## config.mk

```make
export PLATFORM = sky130hd
export DESIGN_NAME = dmem_arbiter
export DESIGN_NICKNAME = d
export VERILOG_FILES = /design/src/rtl/mips_pkg.sv /design/src/rtl/arb_wait_counter.sv /design/src/rtl/dmem_arbiter.sv
export SDC_FILE = /design/constraint.sdc
export NUM_CORES = 1
export LEC_CHECK = 0
export CAP_MARGIN = 20
export CORE_ASPECT_RATIO = 0.8
export CORE_MARGIN = 2
export CORE_UTILIZATION = 43
export CTS_BUF_LIST = sky130_fd_sc_hd__clkbuf_8
export DETAILED_ROUTE_END_ITERATION = 12
export PLACE_DENSITY = 0.82
export SYNTH_ARGS = -nofsm -noshare
export SYNTH_HDL_FRONTEND = slang
export SYNTH_SLANG_ARGS = --single-unit
```

## constraint.sdc

```tcl
create_clock -name clk -period 1.7 [get_ports clk]
set_input_delay 0.34 -clock clk [delete_from_list [all_inputs] [get_ports clk]]
set_output_delay 0.34 -clock clk [all_outputs]
set_load 0.1 [all_outputs]
```

## src/rtl/mips_pkg.sv

```systemverilog
// Shared encodings for the MIPS memory-side blocks: arbiter states, owner ids
// and default bus widths.
package mips_pkg;

   localparam int ADDR_W_DEF = 14;
   localparam int DATA_W_DEF = 32;

   typedef enum logic [1:0] {
      ST_IDLE  = 2'd0,
      ST_ISSUE = 2'd1,
      ST_DONE  = 2'd2
   } arb_state_t;

   localparam logic OWN_CPU = 1'b0;
   localparam logic OWN_EXT = 1'b1;

endpackage

```

## src/rtl/arb_wait_counter.sv

```systemverilog
// Counts arbitrations lost by the external port; saturates at 15 and flags
// when the external port must be forced to win.
module arb_wait_counter #(
   parameter int MAX_WAIT = 4
) (
   input  logic       clk,
   input  logic       rst,
   input  logic       inc,
   input  logic       clr,
   output logic [3:0] cnt,
   output logic       force_ext
);

   always_ff @(posedge clk or negedge rst) begin
      if (!rst)                       cnt <= '0;
      else if (clr)                   cnt <= '0;
      else if (inc && cnt != 4'hF)    cnt <= cnt + 4'd1;
   end

   assign force_ext = (cnt >= 4'(MAX_WAIT));

endmodule

```

## src/rtl/dmem_arbiter.sv

```systemverilog
// Two-port arbiter in front of the single-port Dmem. Each access runs
// IDLE -> ISSUE -> DONE; CPU has priority, bounded by the ext wait counter.
module dmem_arbiter
   import mips_pkg::*;
#(
   parameter int ADDR_W       = ADDR_W_DEF,
   parameter int DATA_W       = DATA_W_DEF,
   parameter int EXT_MAX_WAIT = 4
) (
   input  logic              clk,
   input  logic              rst,
   input  logic              cpu_req,
   input  logic              cpu_we,
   input  logic [ADDR_W-1:0] cpu_addr,
   input  logic [DATA_W-1:0] cpu_wdata,
   output logic              cpu_ack,
   output logic [DATA_W-1:0] cpu_rdata,
   output logic              cpu_stall,
   input  logic              ext_req,
   input  logic              ext_we,
   input  logic [ADDR_W-1:0] ext_addr,
   input  logic [DATA_W-1:0] ext_wdata,
   output logic              ext_ack,
   output logic [DATA_W-1:0] ext_rdata,
   output logic [ADDR_W-1:0] mem_addr,
   output logic [DATA_W-1:0] mem_wdata,
   output logic              mem_read,
   output logic              mem_write,
   input  logic [DATA_W-1:0] mem_rdata
);

   typedef struct packed {
      logic              we;
      logic [ADDR_W-1:0] addr;
      logic [DATA_W-1:0] wdata;
   } cmd_t;

   arb_state_t state;
   logic       owner;
   logic       lat_we;
   logic       ext_win;
   logic       force_ext;
   logic [3:0] wait_cnt;
   cmd_t       cpu_cmd, ext_cmd, win_cmd;

   assign cpu_cmd = '{we: cpu_we, addr: cpu_addr, wdata: cpu_wdata};
   assign ext_cmd = '{we: ext_we, addr: ext_addr, wdata: ext_wdata};
   assign ext_win = ext_req & (~cpu_req | force_ext);
   assign win_cmd = ext_win ? ext_cmd : cpu_cmd;

   arb_wait_counter #(.MAX_WAIT(EXT_MAX_WAIT)) u_wcnt (
      .clk       (clk),
      .rst       (rst),
      .inc       ((state == ST_IDLE) & ext_req & cpu_req & ~ext_win),
      .clr       ((state == ST_IDLE) & ext_win),
      .cnt       (wait_cnt),
      .force_ext (force_ext)
   );

   // mem_addr / mem_wdata double as the command latch for the transaction.
   always_ff @(posedge clk or negedge rst) begin
      if (!rst) begin
         state     <= ST_IDLE;
         owner     <= OWN_CPU;
         lat_we    <= 1'b0;
         mem_addr  <= '0;
         mem_wdata <= '0;
         mem_read  <= 1'b0;
         mem_write <= 1'b0;
         cpu_ack   <= 1'b0;
         ext_ack   <= 1'b0;
         cpu_rdata <= '0;
         ext_rdata <= '0;
      end else begin
         cpu_ack   <= 1'b0;
         ext_ack   <= 1'b0;
         mem_read  <= 1'b0;
         mem_write <= 1'b0;
         case (state)
            ST_IDLE: begin
               if (cpu_req | ext_req) begin
                  owner     <= ext_win ? OWN_EXT : OWN_CPU;
                  lat_we    <= win_cmd.we;
                  mem_addr  <= win_cmd.addr;
                  mem_wdata <= win_cmd.wdata;
                  mem_read  <= ~win_cmd.we;
                  mem_write <= win_cmd.we;
                  state     <= ST_ISSUE;
               end
            end
            ST_ISSUE: begin
               if (!lat_we) begin
                  if (owner == OWN_EXT) ext_rdata <= mem_rdata;
                  else                  cpu_rdata <= mem_rdata;
               end
               if (owner == OWN_EXT) ext_ack <= 1'b1;
               else                  cpu_ack <= 1'b1;
               state <= ST_DONE;
            end
            ST_DONE: state <= ST_IDLE;
            default: state <= ST_IDLE;
         endcase
      end
   end

   assign cpu_stall = cpu_req & ~cpu_ack;

endmodule
```

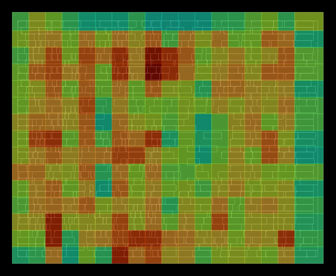
Run 1: track usage over the die
grt met3 use: 0.08436
gr usage total: 0.2567
met2 Use GR: 0.4211
met1 usage: 0.3117
fin util: 0.7940

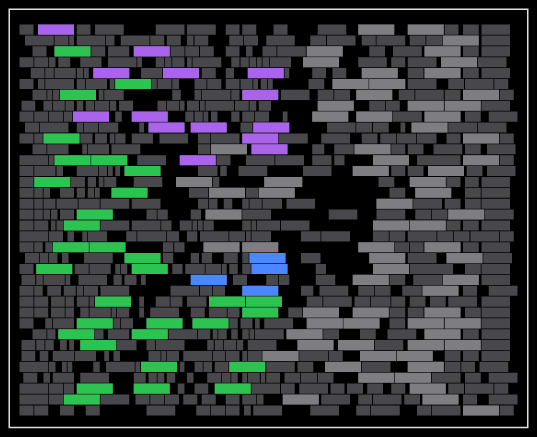
Run 1: sequential cells grouped by signal name
(4 px per um) Other sequential cells in the stronger gray, the rest of the logic in the fainter gray.
Purple is mem_addr, sequential cells 14. Blue is u_wcnt.cnt, sequential cells 4. Green is mem_wdata, sequential cells 32.

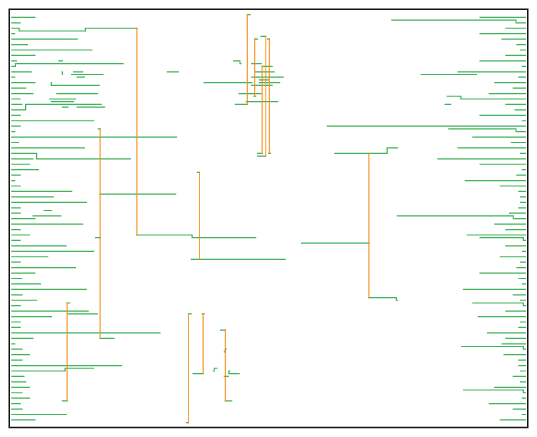
Run 1: wiring by layer
(4 px per um) Only two layers are drawn.
Orange is metal 4, wire length 363 um. Green is metal 3, wire length 1,540 um.
wire per inst: 19.15 um
Final Routed Wirelength: 16.63 mm
vias: 4,701

==> results_dict.tcl, run 1 <==
# metrics dict for downstream scripts
set metrics [dict create \
    top_layer "met4" \
    synth.area.top_cells "dfrtp_1 (57%), mux2_2 (12%), o221ai_2 (5.6%)" \
    cts.sinks 122 \
    status "finished, final reports clean" \
    wl_met2_mm 8.490 \
    cp-end-kind "output pin" \
    yosys_cells 442 \
    grt_busiest_layer "met2" \
    clock_latency_ns 0.44 \
    worstHoldPathType "primary input to async pin" \
    ys.flop_type "dfrtp_1" \
    wl_met3_mm 1.541 \
    endpoint "cpu_stall" \
    crit_fanout 2 \
    postSynthCellCount 442 \
    seq_share 0.3151 \
    tap_cells 171 \
    clock-skew-final_ns 0.01748 \
    synth_top_area_share 0.5659 \
    placedInstanceArea_mm2 0.009276 \
    rsz0062_at_grt "no" \
    worstSetupPathType "primary input to output pin" \
    regToRegSetupSlack_ns 0.08 \
    mostFrequentLayoutCells "clkdlybuf4s50_1 (127), buf_12 (123), dfrtp_1 (121)" \
    finalHoldViolations 0 \
    setup_violations 0 \
    compound_area_frac 0.1081 \
    postRouteAntennaNets 0 \
    maxCapViolCount 0 \
    antenna_found_initial 0 \
    floorplan.nets 573 \
    buffer_area_frac 0.3984 \
]
--- run 2 (diff from run 1) ---
==> constraint.sdc (replaced) <==
create_clock -name clk -period 1.6 [get_ports clk]
set_input_delay 0.32 -clock clk [delete_from_list [all_inputs] [get_ports clk]]
set_output_delay 0.32 -clock clk [all_outputs]
set_load 0.1 [all_outputs]
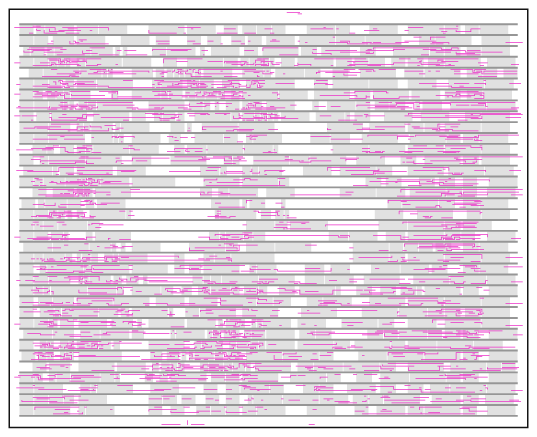
Run 2: signal wires on met1
(4 px per um) Supply wires on this layer in gray. Cells faint in the background.
The longest straight run is 35.4 um. The layer holds 37% of the routed length. 675 nets have wire on it. The wires run mostly horizontal. The layer carries 6,010 um of wire.
vias: 4,698
met1 usage: 0.2973
Final Routed Wirelength: 16.26 mm

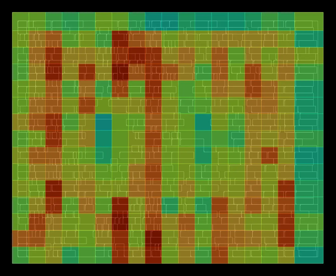
Run 2: track usage over the die
grt met3 use: 0.09722
wire per inst: 18.78 um
fin util: 0.7959
gr usage total: 0.2531

==> run 2 against run 1 <==
Via count about the same; highest routed layer unchanged; clock skew decreased by 0.0099 ns; largest cell class unchanged; global-route usage shrank 0.37 points; cell area up 0.25%; worst setup slack better by 0.0077 ns.
==> results_dict.tcl, run 2 <==
# metrics dict for downstream scripts
set metrics [dict create \
    worstSetupPathType "flop to flop" \
    floorplan.nets 573 \
    postRouteAntennaNets 0 \
    wl_met3_mm 1.594 \
    postSynthCellCount 442 \
    synth_top_area_share 0.5659 \
    mostFrequentLayoutCells "clkdlybuf4s50_1 (126), buf_12 (124), dfrtp_1 (121)" \
    worstHoldPathType "primary input to flop" \
    setup_violations 0 \
    met2_usage 0.4226 \
    antenna_found_initial 0 \
    seq_share 0.3144 \
    compound_area_frac 0.1081 \
    regToRegSetupSlack_ns 0.07 \
    endpoint "ext_rdata[11]$_DFFE_PN0P_" \
    buffer_area_frac 0.3986 \
    crit_fanout 32 \
    top_layer "met4" \
    cts.sinks 122 \
    placedInstanceArea_mm2 0.009281 \
    status "finished, final reports clean" \
    rsz0062_at_grt "no" \
    yosys_cells 442 \
]
--- run 3 (diff from run 2) ---
--- a/config.mk
+++ b/config.mk
@@ -8,10 +8,11 @@
 export CAP_MARGIN = 20
 export CORE_ASPECT_RATIO = 0.8
 export CORE_MARGIN = 2
-export CORE_UTILIZATION = 43
+export CORE_UTILIZATION = 46
 export CTS_BUF_LIST = sky130_fd_sc_hd__clkbuf_8
 export DETAILED_ROUTE_END_ITERATION = 12
-export PLACE_DENSITY = 0.82
+export PLACE_DENSITY = 0.87
+export RECOVER_POWER = 50
 export SYNTH_ARGS = -nofsm -noshare
 export SYNTH_HDL_FRONTEND = slang
 export SYNTH_SLANG_ARGS = --single-unit
==> constraint.sdc (replaced) <==
create_clock -name clk -period 1.8 [get_ports clk]
set_input_delay 0.36 -clock clk [delete_from_list [all_inputs] [get_ports clk]]
set_output_delay 0.36 -clock clk [all_outputs]
set_load 0.1 [all_outputs]
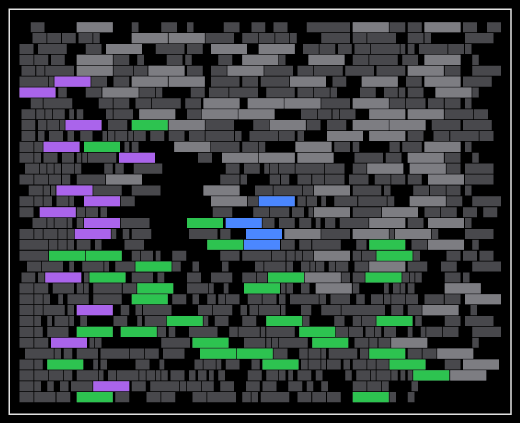
Run 3: sequential cells grouped by signal name
(4 px per um) Other sequential cells in the stronger gray, the rest of the logic in the fainter gray.
Purple is mem_addr, sequential cells 14. Blue is u_wcnt.cnt, sequential cells 4, where middle. Green is mem_wdata, sequential cells 32.
Another 72 sequential cells are not colored.

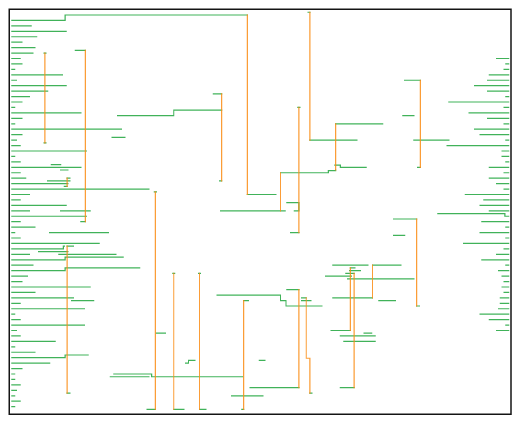
Run 3: wiring by layer
(4 px per um) Only two layers are drawn.
Orange is metal 4, wire length 550 um. Green is metal 3, wire length 1,230 um.
Final Routed Wirelength: 17.90 mm
vias: 4,709
wire per inst: 21.31 um
gr usage total: 0.2885

==> run 3 against run 2 <==
First-iteration DRC count unchanged; worst hold slack improved by 0.0025 ns; worst setup slack improved by 0.013 ns; sequential cell count unchanged; critical endpoint is now cpu_rdata[26]$_DFFE_PN0P_; highest routed layer unchanged.
==> results_dict.tcl, run 3 <==
# metrics dict for downstream scripts
set metrics [dict create \
    cts_setup_buffers 0 \
    rsz0062_at_grt "no" \
    mostFrequentLayoutCells "clkdlybuf4s50_1 (127), dfrtp_1 (122), buf_12 (72)" \
    compound_area_frac 0.1081 \
    setup_violations 0 \
    cpMaxStageDelayCell "dfrtp_1" \
    placedInstanceArea_mm2 0.009236 \
    cp-end-kind "flop" \
    synth_top_area_share 0.5659 \
    seq_share 0.3451 \
    cts.sinks 122 \
    r2r_start "state[1]$_DFFE_PN0P_" \
    floorplan.nets 573 \
    use_met1 0.3254 \
    crit_fanout 13 \
    postSynthCellCount 442 \
    clock_latency_ns 0.44 \
    yosys_cells 442 \
    period_used_share 0.9538 \
    worstHoldPathType "primary input to flop" \
    grt_busiest_layer "met2" \
    status "finished, final reports clean" \
    tool_warnings 26 \
    postRouteAntennaNets 0 \
    tap_cells 148 \
    clock-skew-final_ns 0.01380 \
    maxCapViolCount 0 \
    ys_chip_area_mm2 0.005395 \
    worstSetupPathType "flop to flop" \
    finalHoldViolations 0 \
    regToRegSetupSlack_ns 0.08 \
    wl_met3_mm 1.232 \
    postLayoutCoreUtil 0.7711 \
    endpoint "cpu_rdata[26]$_DFFE_PN0P_" \
    buffer_area_frac 0.3475 \
    ys.flop_type "dfrtp_1" \
    top_layer "met4" \
    grt_use_met3 0.08386 \
    synth.area.top_cells "dfrtp_1 (57%), mux2_2 (12%), o221ai_2 (5.6%)" \
    antenna_found_initial 0 \
]

==> notes/layouts.md <==
Pictures saved along the way, in no particular order.

Metal 4.
(4 px per um) Supply wires on this layer in gray.
image #1
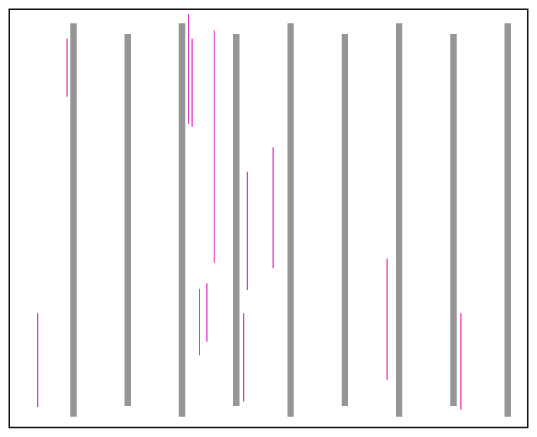
image #2
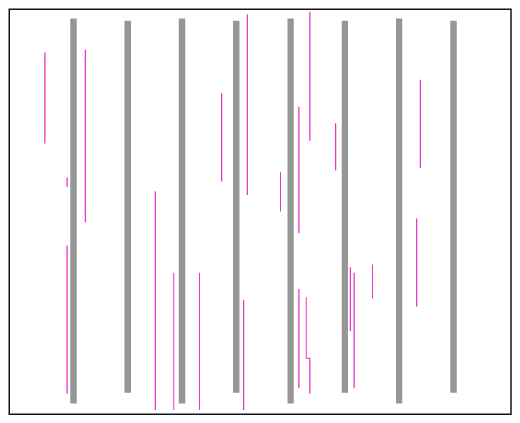
image #3
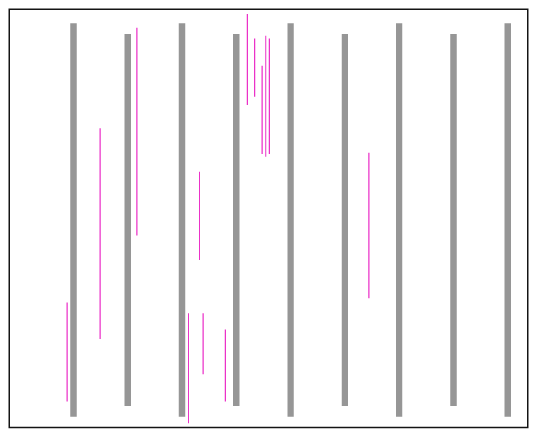
run 2 -> image #1
run 3 -> image #2
run 1 -> image #3

